[config.mk]
export PLATFORM = sky130hd
export DESIGN_NAME = conv_window_reader
export DESIGN_NICKNAME = d
export VERILOG_FILES = /design/src/rtl/conv_window_reader.sv
export SDC_FILE = /design/constraint.sdc
export NUM_CORES = 1
export LEC_CHECK = 0
export CELL_PAD_IN_SITES_DETAIL_PLACEMENT = 0
export CELL_PAD_IN_SITES_GLOBAL_PLACEMENT = 1
export CORE_UTILIZATION = 37
export CTS_BUF_LIST = sky130_fd_sc_hd__clkbuf_16
export CTS_CLUSTER_DIAMETER = 100
export DETAILED_ROUTE_END_ITERATION = 8
export MAX_ROUTING_LAYER = met4
export PLACE_DENSITY = 0.82
export SLEW_MARGIN = 30
export SYNTH_ARGS = -nofsm -noshare
export SYNTH_HDL_FRONTEND = slang
export SYNTH_SLANG_ARGS = --single-unit
export TNS_END_PERCENT = 20
[constraint.sdc]
create_clock -name clk_i -period 3 [get_ports clk_i]
set_input_delay 0.75 -clock clk_i [delete_from_list [all_inputs] [get_ports clk_i]]
set_output_delay 0.75 -clock clk_i [all_outputs]
set_load 0.02 [all_outputs]
[src/rtl/conv_window_reader.sv]
// Read-side controller for a bank of buff_size pixel line buffers.
// Counts completed rows from upstream, tracks the buffer holding the oldest
// row, sweeps the shared read address across the row and hands out
// buff_size x buff_size windows over a valid/ready handshake.
//
// Ports:
//   clk_i, rst_i     clock, synchronous active-high reset
//   row_done_i       pulse: upstream finished a row into buffer row_wsel_o
//   rows_i           per-buffer pixels at read_address_o + buff_size-1-i
//   read_address_o   left column of the current window
//   row_wsel_o       buffer index upstream must write next
//   row_free_o       pulse: oldest buffer released
//   window_o         window_o[r][c], r=0 oldest row, c=0 leftmost column
//   window_valid_o   window_o holds an unaccepted window
//   window_ready_i   downstream accepts on valid & ready
//   frame_done_o     pulse after the last window of a frame is captured
//   overflow_o       sticky: row_done_i arrived while all buffers were full
module conv_window_reader #(
  parameter int unsigned input_width = 8,
  parameter int unsigned buff_size   = 3,
  parameter int unsigned im_dim      = 28
) (
  input  logic                                                   clk_i,
  input  logic                                                   rst_i,
  input  logic                                                   row_done_i,
  input  logic [buff_size-1:0][buff_size-1:0][input_width-1:0]   rows_i,
  output logic [$clog2(im_dim)-1:0]                              read_address_o,
  output logic [$clog2(buff_size)-1:0]                           row_wsel_o,
  output logic                                                   row_free_o,
  output logic [buff_size-1:0][buff_size-1:0][input_width-1:0]   window_o,
  output logic                                                   window_valid_o,
  input  logic                                                   window_ready_i,
  output logic                                                   frame_done_o,
  output logic                                                   overflow_o
);

  localparam int unsigned AW = $clog2(im_dim);
  localparam int unsigned SW = $clog2(buff_size);
  localparam int unsigned CW = $clog2(buff_size + 1);

  localparam logic [AW-1:0] LAST_POS = AW'(im_dim - buff_size);
  localparam logic [CW-1:0] FULL     = CW'(buff_size);
  localparam logic [SW-1:0] LAST_BUF = SW'(buff_size - 1);
  localparam logic [CW:0]   BS_WIDE  = (CW+1)'(buff_size);

  typedef enum logic [1:0] {
    IDLE    = 2'd0,
    SWEEP   = 2'd1,
    RELEASE = 2'd2
  } state_t;

  state_t        state;
  logic [CW-1:0] rows_avail;
  logic [CW-1:0] rows_avail_nxt;
  logic [SW-1:0] rot;
  logic [SW-1:0] rot_nxt;
  logic [SW-1:0] wsel_nxt;
  logic [CW:0]   wsel_sum;
  logic [AW-1:0] out_row;
  logic          ld;
  logic          release_row;
  logic          release_frame;
  logic          accept_row;
  logic          overflow_evt;
  logic [buff_size-1:0][buff_size-1:0][input_width-1:0] win_nxt;

  // Release pulses are decoded from the RELEASE state itself so the
  // rows_avail decrement is already registered when IDLE next looks at it.
  always_comb begin
    release_row    = (state == RELEASE) && (out_row < LAST_POS);
    release_frame  = (state == RELEASE) && !(out_row < LAST_POS);
    row_free_o     = release_row;
    frame_done_o   = release_frame;
    accept_row     = row_done_i && ((rows_avail != FULL) || release_row);
    overflow_evt   = row_done_i && !accept_row;
    ld             = (state == SWEEP) && (!window_valid_o || window_ready_i);

    rows_avail_nxt = rows_avail;
    rot_nxt        = rot;
    if (release_frame) begin
      rows_avail_nxt = '0;
      rot_nxt        = '0;
    end else begin
      if (accept_row && !release_row) begin
        rows_avail_nxt = rows_avail + 1'b1;
      end else if (!accept_row && release_row) begin
        rows_avail_nxt = rows_avail - 1'b1;
      end
      if (release_row) begin
        rot_nxt = (rot == LAST_BUF) ? '0 : rot + 1'b1;
      end
    end

    // (rot + rows_avail) mod buff_size; the sum never reaches 2*buff_size.
    wsel_sum = (CW+1)'(rows_avail_nxt) + (CW+1)'(rot_nxt);
    wsel_nxt = (wsel_sum >= BS_WIDE) ? SW'(wsel_sum - BS_WIDE) : SW'(wsel_sum);
  end

  // Reorder buffers so window row 0 is the oldest line, and reverse the
  // per-buffer tap order so column 0 is the leftmost pixel.
  always_comb begin
    int unsigned src;
    src     = 0;
    win_nxt = '0;
    for (int unsigned r = 0; r < buff_size; r++) begin
      src = 32'(rot) + r;
      if (src >= buff_size) begin
        src = src - buff_size;
      end
      for (int unsigned c = 0; c < buff_size; c++) begin
        win_nxt[r][c] = rows_i[SW'(src)][SW'(buff_size - 1 - c)];
      end
    end
  end

  always_ff @(posedge clk_i) begin
    if (rst_i) begin
      state          <= IDLE;
      rows_avail     <= '0;
      rot            <= '0;
      out_row        <= '0;
      read_address_o <= '0;
      row_wsel_o     <= '0;
      window_o       <= '0;
      window_valid_o <= 1'b0;
      overflow_o     <= 1'b0;
    end else begin
      rows_avail <= rows_avail_nxt;
      rot        <= rot_nxt;
      row_wsel_o <= wsel_nxt;

      if (overflow_evt) begin
        overflow_o <= 1'b1;
      end

      if (ld) begin
        window_o       <= win_nxt;
        window_valid_o <= 1'b1;
      end else if (window_valid_o && window_ready_i) begin
        window_valid_o <= 1'b0;
      end

      unique case (state)
        IDLE: begin
          if (rows_avail == FULL) begin
            state <= SWEEP;
          end
        end
        SWEEP: begin
          if (ld) begin
            if (read_address_o == LAST_POS) begin
              state          <= RELEASE;
              read_address_o <= '0;
            end else begin
              read_address_o <= read_address_o + 1'b1;
            end
          end
        end
        RELEASE: begin
          if (out_row < LAST_POS) begin
            out_row <= out_row + 1'b1;
          end else begin
            out_row <= '0;
          end
          state <= IDLE;
        end
        default: begin
          state <= IDLE;
        end
      endcase
    end
  end

endmodule

==> deck_impl_summary.md, run 1 <==
Run Summary

Status
  – Outcome: complete, no violations

Pwr
  – Leak Pwr: between 0.002 and 0.003 uW
  – Sequential share of power: a little over two fifths
  – PwrDens: 388 nW/um2
  – Total power: slightly above 3000 uW
  – Sw frac: approximately 25%

Final layout
  – # fillers: 1,485
  – Finished Core Util: roughly 50%
  – Layout cells sized above 1: roughly 28%
  – Design area: 7920 um2
  – Final Non-Filler Cells: approximately 950
  – Ant. Diodes: 0

Final timing
  – Final hold violations: 0
  – Fmax: between 300 and 400 MHz
  – Setup ws final: 0.235 ns
  – Period utilisation layout: between 90% and 100%
  – Count of pins over their slew limit: 0
  – Period minus WS final: 2.76 ns
  – Unrepaired setup endpoints after global routing: false
  – Setup violators final: 0

Global route
  – Total GRT Usage: between 20% and 30%
  – First-pass GRT wire length: approximately 26,000 um

Synth
  – Number of synthesized flops with an enable pin: 0
  – Syn avg cell area: 9.89 um2
  – Syn. warnings: 0
  – Flops after synth: 92
  – Synthesized area: slightly below 6000 um2
  – Syn Nets: between 600 and 700
  – Yosys Chip Area: a little under 6000 um2
  – FFs w/ async S/R, synth: 0%
  – Seq share, synth: 30.9%

Clocking
  – Clk_lat worst skew: between 0.3 and 0.4 ns
  – Post-CTS setup buffers: 0
  – Clock sink total: roughly 92
  – CTS tree: done

Routing
  – Wire length per cell: roughly 17 um
  – Routed Antenna Nets: 0
  – Post-route DRC: 0

Die
  – Fp_density: 37.7%
  – Rows: between 40 and 50
  – Die Wd: approximately 130 um
  – Die area: approximately 17,000 um2

Flow run
  – Log Warnings: 30

Placement
  – Pre-CTS setup slack: -0.259 ns
  – DP Cell Count: around 940
-- run 1: sequential cells by signal, indices dropped and copies added, names as in the netlist --
name,flops
state,2
rows_avail,2
read_address_o,5
window_o,72
window_valid_o,1
overflow_o,1
out_row,5
rot,2
row_wsel_o,2
-- run 1: final timing paths --
kind	from	to	slack, ns	cells past startpoint
setup reg to reg	rows_avail[0]$_SDFF_PP0_	row_wsel_o[0]$_SDFF_PP0_	0.32	11
hold / removal	window_o[26]$_SDFFE_PP0P_	window_o[26]$_SDFFE_PP0P_	0.50	2
setup / recovery	out_row[0]$_SDFFE_PP0N_	row_free_o	0.24	4
hold reg to reg	window_o[26]$_SDFFE_PP0P_	window_o[26]$_SDFFE_PP0P_	0.50	2
-- run 1: power groups by stage --
stage	clock, uW	sequential (uW)	combinational [uW]
2_1_floorplan	0	1340	211
3_3_place_gp	0	1310	465
3_5_place_dp	0	1310	477
4_1_cts	1340	1280	480
5_1_grt	1390	1280	517
6_report	1310	1280	482
-- run 1: repair_timing --
item | CTS | global route
setup endpoints to repair | 0 | 2
hold buffers | 0 | 0
resized | 0 | 3
-- run 1: cells in the mapped netlist, types with 3 or more instances --
cell       n  share of area [%]
nor3b_1   25                3.1
nand2_1   25                1.6
dfxtp_1   92                 31
nand3_1    6               0.50
buf_12     6                2.0
mux2_1    40                7.6
nand4_1    3               0.31
nor3_1    13                1.1
clkbuf_1   8               0.50
nor3_2    60                 10
buf_6     10                1.9
mux2_4     3               0.76
ha_1      10                2.1
nor2_1    63                4.0
a21oi_1    6               0.50
nor2_2    51                5.4
mux2_2     5               0.94
inv_1      9               0.57
buf_2     22                1.8
o22ai_1   21                2.2
a221oi_1   3               0.44
nand2b_1   3               0.31
mux2i_1   25                4.2
a221oi_2  21                5.3
buf_4      7               0.88
a211oi_2  26                5.5
xnor2_1    4               0.59
a31oi_1    3               0.31
-- run 1: cells in the final DEF (no fill, tap or decap), types with 7 or more instances in the layout --
master	count
a211oi_2	27
a221oi_2	21
buf_4	10
clkbuf_16	9
clkdlybuf4s50_1	156
dfxtp_1	92
ha_1	7
inv_1	9
mux2_1	40
mux2i_1	25
nand2_1	25
nor2_1	63
nor2_2	50
nor3_1	13
nor3_2	60
nor3b_1	24
o22ai_1	21
-- run 1: cell families after synthesis --
group	share of synthesized area [%]
AND-OR/OR-AND	16.2
XOR/XNOR	0.881
adder cells (fa/ha/maj)	2.43
buffers and inverters	7.83
flip-flops	30.9
multiplexers	13.5
AND/OR/NAND/NOR	28.3
-- run 1: per-layer routing --
metal / vias to the layer above / share of wire [%] / track usage [%]
met3: 27 / 5.4 / 4.03
met5: - / 0 / -
met1: 2372 / 47 / 27.0
met2: 147 / 46 / 32.3
met4: 0 / 2.2 / 8.10
li1: 2437 / - / -
-- run 1: critical path: stages (launching register included) --
cell	delay, ns
dfxtp_1	0.38
o311ai_4	0.48
nand2_2	0.11
inv_2	0.09
clkdlybuf4s50_1	0.60
-- run 1: final cells by class --
cell class	count	area, um2	area share [%]
multi-input cells	447	3700	46.7
flip-flops and latches	92	1840	23.3
repair buffers	171	1730	21.8
well taps	216	270	3.41
clock buffers	9	225	2.84
clock inverters	7	115	1.45
inverters	10	37.5	0.474
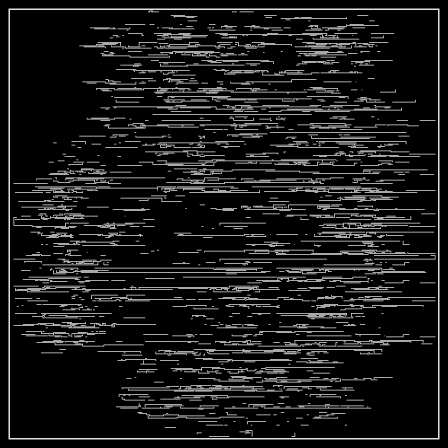
Run 1: the metal 1 layer
wire length on this layer = 7,790 um
main direction = horizontal

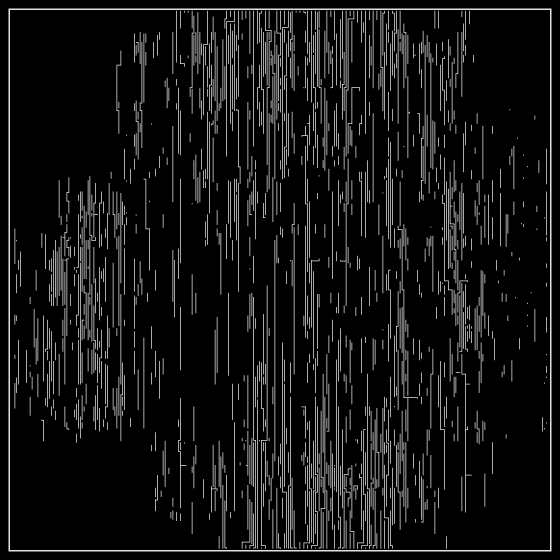
Run 1: metal 2
longest straight run = 52.7 um
wire length on this layer = 7,590 um
share of all routed wire = 46%
main direction = vertical

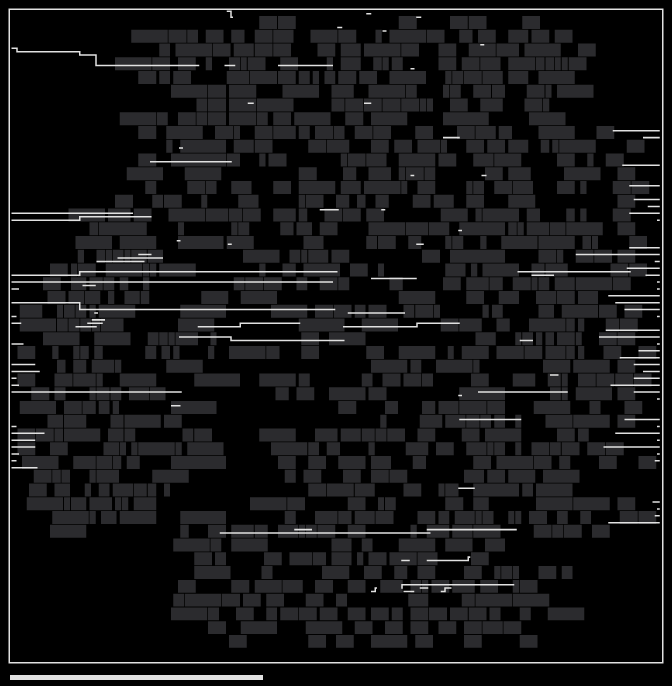
Run 1: M3 wires
Bar = 50 um. Cells faint in the background.
nets with wire on the layer = 99
main direction = horizontal
share of all routed wire = 5.4%
wire length on this layer = 893 um

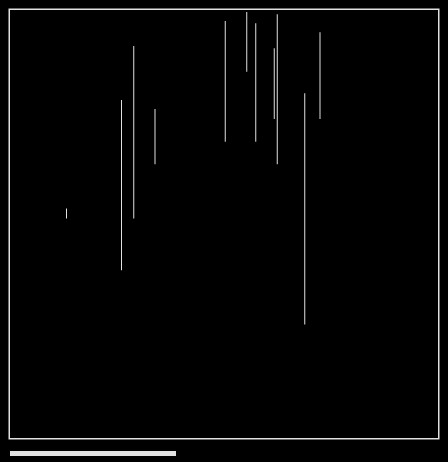
Run 1: met4 routing
Bar = 50 um.
longest straight run = 69.4 um
main direction = vertical

==> run 2: changes to the inputs <==
--- a/config.mk
+++ b/config.mk
@@ -9,7 +9,7 @@
 export CELL_PAD_IN_SITES_GLOBAL_PLACEMENT = 1
 export CORE_UTILIZATION = 37
 export CTS_BUF_LIST = sky130_fd_sc_hd__clkbuf_16
-export CTS_CLUSTER_DIAMETER = 100
+export CTS_CLUSTER_DIAMETER = 120
 export DETAILED_ROUTE_END_ITERATION = 8
 export MAX_ROUTING_LAYER = met4
 export PLACE_DENSITY = 0.82
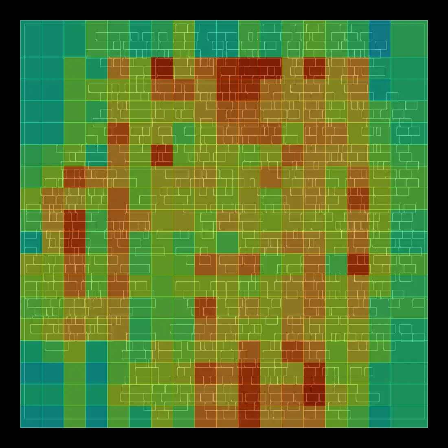
Run 2: routing congestion
Total GRT Usage: 21.0%
met2 usage: 32.3%

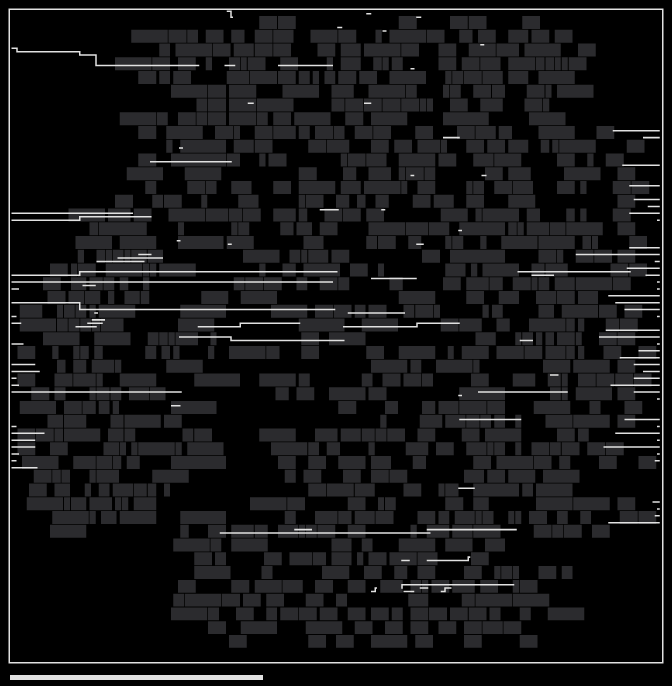
Run 2: M3 wires
Bar = 50 um. Cells faint in the background.
longest straight run = 63.2 um
wire length on this layer = 893 um
share of all routed wire = 5.4%

==> run 2 against run 1 <==
Net effect: register-to-register slack about the same; sequential share of layout area unchanged; worst setup slack unchanged; count of clock-buffer cells in the layout did not move; total power stayed put; sequential power about the same; critical path type unchanged.
==> deck_impl_summary.md, run 2 <==
Run Summary

Clocking
  – Clock sink total: 92 (unchanged)
  – CTS tree: done (unchanged)
  – Clk_lat worst skew: 0.34 ns (about the same)
  – Post-CTS setup buffers: 0 (unchanged)

Routing
  – Post-route DRC: 0 (unchanged)
  – Routed Antenna Nets: 0 (unchanged)
  – Wire length per cell: 17.5 um (unchanged)

Synth
  – Count leader, synth: dfxtp_1 (unchanged)
  – Syn avg cell area: 9.89 um2 (unchanged)
  – FFs w/ async S/R, synth: 0% (unchanged)
  – Area leader share: 30.9% (unchanged)
  – Syn. warnings: 0 (unchanged)
  – Seq share, synth: 30.9% (unchanged)
  – Synthesized area: 5960 um2 (unchanged)
  – Flops after synth: 92 (unchanged)
  – Syn Nets: 690 (unchanged)
  – Yosys top cell by area: dfxtp_1 (unchanged)
  – Synth area leaders: dfxtp_1, nor3_2, mux2_1 (unchanged)

Final timing
  – Unrepaired setup endpoints after global routing: false (unchanged)
  – Fmax: 362 MHz (unchanged)
  – Count of pins over their slew limit: 0 (unchanged)
  – Setup violators final: 0 (unchanged)
  – Period utilisation layout: 92.2% (unchanged)

Final layout
  – Biggest register: window_o (unchanged)
  – Top cell excl fill/tap: clkdlybuf4s50_1 (unchanged)
  – Layout cells sized above 1: 28.4% (unchanged)
  – Top Layout Cells: clkdlybuf4s50_1, dfxtp_1, nor2_1, nor3_2, nor2_2 (unchanged)
  – Largest regs: window_o (72), out_row (5), read_address_o (5) (unchanged)
  – Finished Core Util: 50.0% (unchanged)
  – Ant. Diodes: 0 (unchanged)

Setup path
  – Reg2reg path depth: 11 (unchanged)
  – Slowest cell delay on critical path: 0.60 ns (about the same)
  – R2R setup slack: 0.32 ns (about the same)
  – Worst Path Buf+Inv: 2 (unchanged)
  – Stages on the worst setup path: 4 (unchanged)
  – Crit path max-delay family: buffers and inverters (unchanged)
  – Worst-path cell chain: o311ai_4, nand2_2, inv_2, clkdlybuf4s50_1 (unchanged)
  – Reg2reg end: row_wsel_o[0]$_SDFF_PP0_ (unchanged)

Die
  – Fp_density: 37.7% (unchanged)
  – Rows: 46 (unchanged)

Hold path
  – Hold Startpoint: window_o[26]$_SDFFE_PP0P_ (unchanged)
  – Hold Path Sink: window_o[26]$_SDFFE_PP0P_ (unchanged)
  – WHS Path Cells: 2 (unchanged)

Flow run
  – Log Warnings: 30 (unchanged)

Pwr
  – PwrDens: 388 nW/um2 (unchanged)

Status
  – Outcome: complete, no violations (unchanged)

Global route
  – First-pass GRT wire length: 26,300 um (unchanged)
[run 2: worst max path at each step]
stage / from / endpoint / slack, ns
floorplan: row_done_i / row_wsel_o[0]$_SDFF_PP0_ / 0.56
global placement: row_done_i / row_wsel_o[0]$_SDFF_PP0_ / -0.07
detailed placement: row_done_i / row_wsel_o[0]$_SDFF_PP0_ / -0.26
CTS: row_done_i / row_wsel_o[0]$_SDFF_PP0_ / 0.08
global route: state[1]$_SDFFE_PP0P_ / row_free_o / 0.12
finish: out_row[0]$_SDFFE_PP0N_ / row_free_o / 0.24
[run 2: worst min-delay path, cell delays in order (launching register included)]
cell and delay, ns:
dfxtp_1 0.31, nor2_1 0.10, nor3_1 0.05
[run 2: logic make-up (layout without fill, tap and decap cells)]
| family | count (synthesis) | count (layout) | share of synthesized area [%] |
|---|---|---|---|
| simple gates | 264 | 264 | 28.3 |
| xor+xnor | 6 | 6 | 0.881 |
| compound gates | 93 | 93 | 16.2 |
| flops | 92 | 92 | 30.9 |
| mux | 73 | 73 | 13.5 |
| fa+ha+maj | 11 | 11 | 2.43 |
| buf+inv | 64 | 197 | 7.83 |
[run 2: through the flow]
stage                     std cells  hold slack (ns)  total power, uW  setup slack (ns)  area, um2
after floorplan                 603            0.444             1560             0.562       5960
after global routing            952            0.529             3190             0.119       7920
after detailed placement        936            0.480             1790            -0.259       7570
final                           952            0.497             3070             0.235       7920
after CTS                       952            0.498             3100            0.0798       7910
after global placement          936            0.463             1770           -0.0730       7570
[run 2: cell type report]
type	instances	area, um2
flip-flops and latches	92	1840
clock inverters	7	115
multi-input cells	447	3700
clock buffers	9	225
fillers	1485	7910
inverters	10	37.5
repair buffers	171	1730
well taps	216	270
[run 2: routing by layer]
metal  vias up  share of wire, %  track usage (%)
li1       2437                 -                -
met1      2372                47             27.0
met2       147                46             32.3
met3        27               5.4             4.03
met4         0               2.2             8.10
met5         -                 0                -
[run 2: repair_timing]
action	in CTS	in global routing
endpoints found under the setup margin	0	2
hold buffers	0	0
gates resized	0	3
[run 2: power groups by stage]
stage / Sequential (uW) / Combinational (uW) / Clock (uW)
after floorplan: 1340 / 211 / 0
after global placement: 1310 / 465 / 0
after detailed placement: 1310 / 477 / 0
after CTS: 1280 / 480 / 1340
after global routing: 1280 / 517 / 1390
final: 1280 / 482 / 1310
==> run 3: changes to the inputs <==
--- a/config.mk
+++ b/config.mk
@@ -7,6 +7,7 @@
 export LEC_CHECK = 0
 export CELL_PAD_IN_SITES_DETAIL_PLACEMENT = 0
 export CELL_PAD_IN_SITES_GLOBAL_PLACEMENT = 1
+export CORE_MARGIN = 2
 export CORE_UTILIZATION = 37
 export CTS_BUF_LIST = sky130_fd_sc_hd__clkbuf_16
 export CTS_CLUSTER_DIAMETER = 120
==> constraint.sdc (replaced) <==
create_clock -name clk_i -period 3 [get_ports clk_i]
set_input_delay 0.6 -clock clk_i [delete_from_list [all_inputs] [get_ports clk_i]]
set_output_delay 0.6 -clock clk_i [all_outputs]
set_load 0.02 [all_outputs]
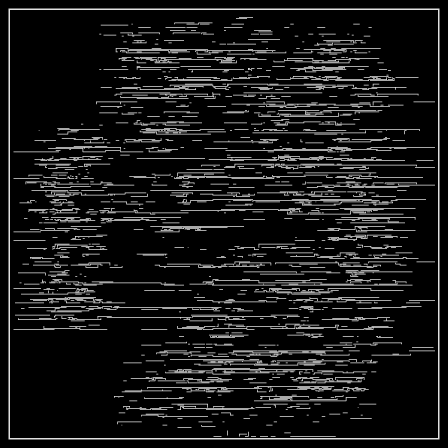
Run 3: the metal 1 layer
wire length on this layer = 7,360 um
share of all routed wire = 45%
longest straight run = 40.0 um
main direction = horizontal
nets with wire on the layer = 729

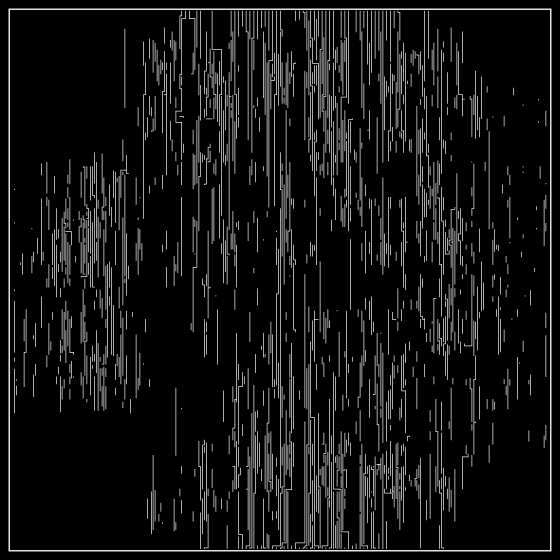
Run 3: metal 2
share of all routed wire = 46%
main direction = vertical

==> run 3 against run 2 <==
Net effect: non-clock buffer count increased by 3; area after synthesis stayed put; register-to-register slack got worse by 0.03 ns; highest routed layer unchanged; wire length is 1.6% lower; core utilization fell by 0.53 points.
==> deck_impl_summary.md, run 3 <==
Run Summary

Status
  – Outcome: complete, no violations (unchanged)

Final layout
  – Max reg flops: 72 (unchanged)
  – Layout cells sized above 1: 28.0% (was 28.4%)
  – Top cell excl fill/tap: clkdlybuf4s50_1 (unchanged)
  – Biggest register: window_o (unchanged)
  – Register area: 1840 um2 (unchanged)
  – Final Non-Filler Cells: 954 (was 952)
  – Largest regs: window_o (72), out_row (5), read_address_o (5) (unchanged)
  – Multi-input logic area: 3690 um2 (was 3700 um2)

Synth
  – Number of synthesized flops with an enable pin: 0 (unchanged)
  – Yosys top cell by area: dfxtp_1 (unchanged)
  – Synth area leaders: dfxtp_1, nor3_2, mux2_1 (unchanged)
  – Flops after synth: 92 (unchanged)
  – Seq share, synth: 30.9% (unchanged)
  – Syn. warnings: 0 (unchanged)
  – Top cells by count, synth: dfxtp_1, nor2_1, nor3_2 (unchanged)

Clocking
  – Hold_buf cts: 0 (unchanged)
  – Clk_lat worst skew: 0.34 ns (about the same)
  – Post-CTS setup buffers: 0 (unchanged)
  – CTS tree: done (unchanged)
  – Clock sink total: 92 (unchanged)
  – CTS resizes: 0 (unchanged)

Global route
  – First-pass GRT wire length: 25,600 um (was 26,300 um)

Flow run
  – Log Warnings: 30 (unchanged)

Final timing
  – Setup violators final: 0 (unchanged)
  – Period minus WS final: 2.74 ns (was 2.76 ns)
  – Unrepaired setup endpoints after global routing: false (unchanged)
  – Count of pins over their slew limit: 0 (unchanged)
  – Fmax: 366 MHz (was 362 MHz)

Die
  – Die area: 17,100 um2 (was 16,600 um2)
  – Rows: 46 (unchanged)
  – Die Wd: 131 um (was 129 um)
  – Fp_density: 37.7% (unchanged)

Setup path
  – FF-to-FF Start: state[1]$_SDFFE_PP0P_ (was rows_avail[0]$_SDFF_PP0_)
  – Reg2reg end: row_wsel_o[0]$_SDFF_PP0_ (unchanged)
  – Reg2reg path depth: 10 (was 11)
  – Slowest cell delay on critical path: 0.51 ns (was 0.60 ns)
  – Worst-path cell chain: clkdlybuf4s50_1, buf_4, nor2_1, nand3_1, nand3_1, ha_1, inv_1, fa_1, inv_1, ha_1, nor3b_1, a211oi_1 (was o311ai_4, nand2_2, inv_2, clkdlybuf4s50_1)

Pwr
  – Leak Pwr: 0.00247 uW (was 0.00251 uW)
==> run 3: stage by stage <==
step                      hold slack [ns]  setup slack (ns)  util [%]
final                               0.483             0.264      49.5
after detailed placement            0.470           -0.0153      47.9
after global routing                0.515            0.0614      49.5
after floorplan                     0.444             0.574         -
after CTS                           0.493             0.317      49.5
after global placement              0.470            0.0950      47.9
==> run 3: cells by family after synthesis <==
group / synth area share (%)
flip-flops: 30.9
adder cells (fa/ha/maj): 2.43
AND-OR/OR-AND: 16.2
XOR/XNOR: 0.881
AND/OR/NAND/NOR: 28.3
buffers and inverters: 7.83
multiplexers: 13.5
==> run 3: worst max path at each step <==
stage | endpoint | slack, ns
after floorplan | row_wsel_o[0]$_SDFF_PP0_ | 0.57
after global placement | row_wsel_o[0]$_SDFF_PP0_ | 0.1
after detailed placement | row_wsel_o[0]$_SDFF_PP0_ | -0.02
after CTS | row_wsel_o[0]$_SDFF_PP0_ | 0.32
after global routing | row_wsel_o[0]$_SDFF_PP0_ | 0.06
final | row_wsel_o[0]$_SDFF_PP0_ | 0.26
==> run 3: final cells by class <==
| cell class | instances | area share, % |
|---|---|---|
| clock buffer | 9 | 2.87 |
| timing repair buffer | 174 | 22.2 |
| tap | 216 | 3.45 |
| multi-input combinational | 447 | 47.1 |
| inverter | 10 | 0.479 |
| sequential | 92 | 23.5 |
| clock inverter | 6 | 0.431 |
==> run 3: worst max-delay path, delay by kind of cell <==
kind / cells / cell delay [ns]
fa+ha+maj: 3 / 0.85
compound gates: 1 / 0.09
simple gates: 4 / 0.66
buf+inv: 4 / 0.75
==> run 3: report_power, final <==
part / switching [uW] / internal (uW) / leakage [uW]
combinational: 234 / 243 / 0.00161
sequential: 23.8 / 1260 / 0.000744
clock: 491 / 549 / 0.000120
total: 749 / 2050 / 0.00247
==> run 3: routing by layer <==
metal | vias to the layer above | global-route usage, % | wire length (um)
li1 | 2446 | - | -
met1 | 2348 | 24.3 | 7360
met2 | 125 | 30.8 | 7530
met3 | 25 | 5.13 | 1120
met4 | 0 | 7.45 | 364
met5 | - | - | 0
Power is estimated from default activity; no workload was simulated.
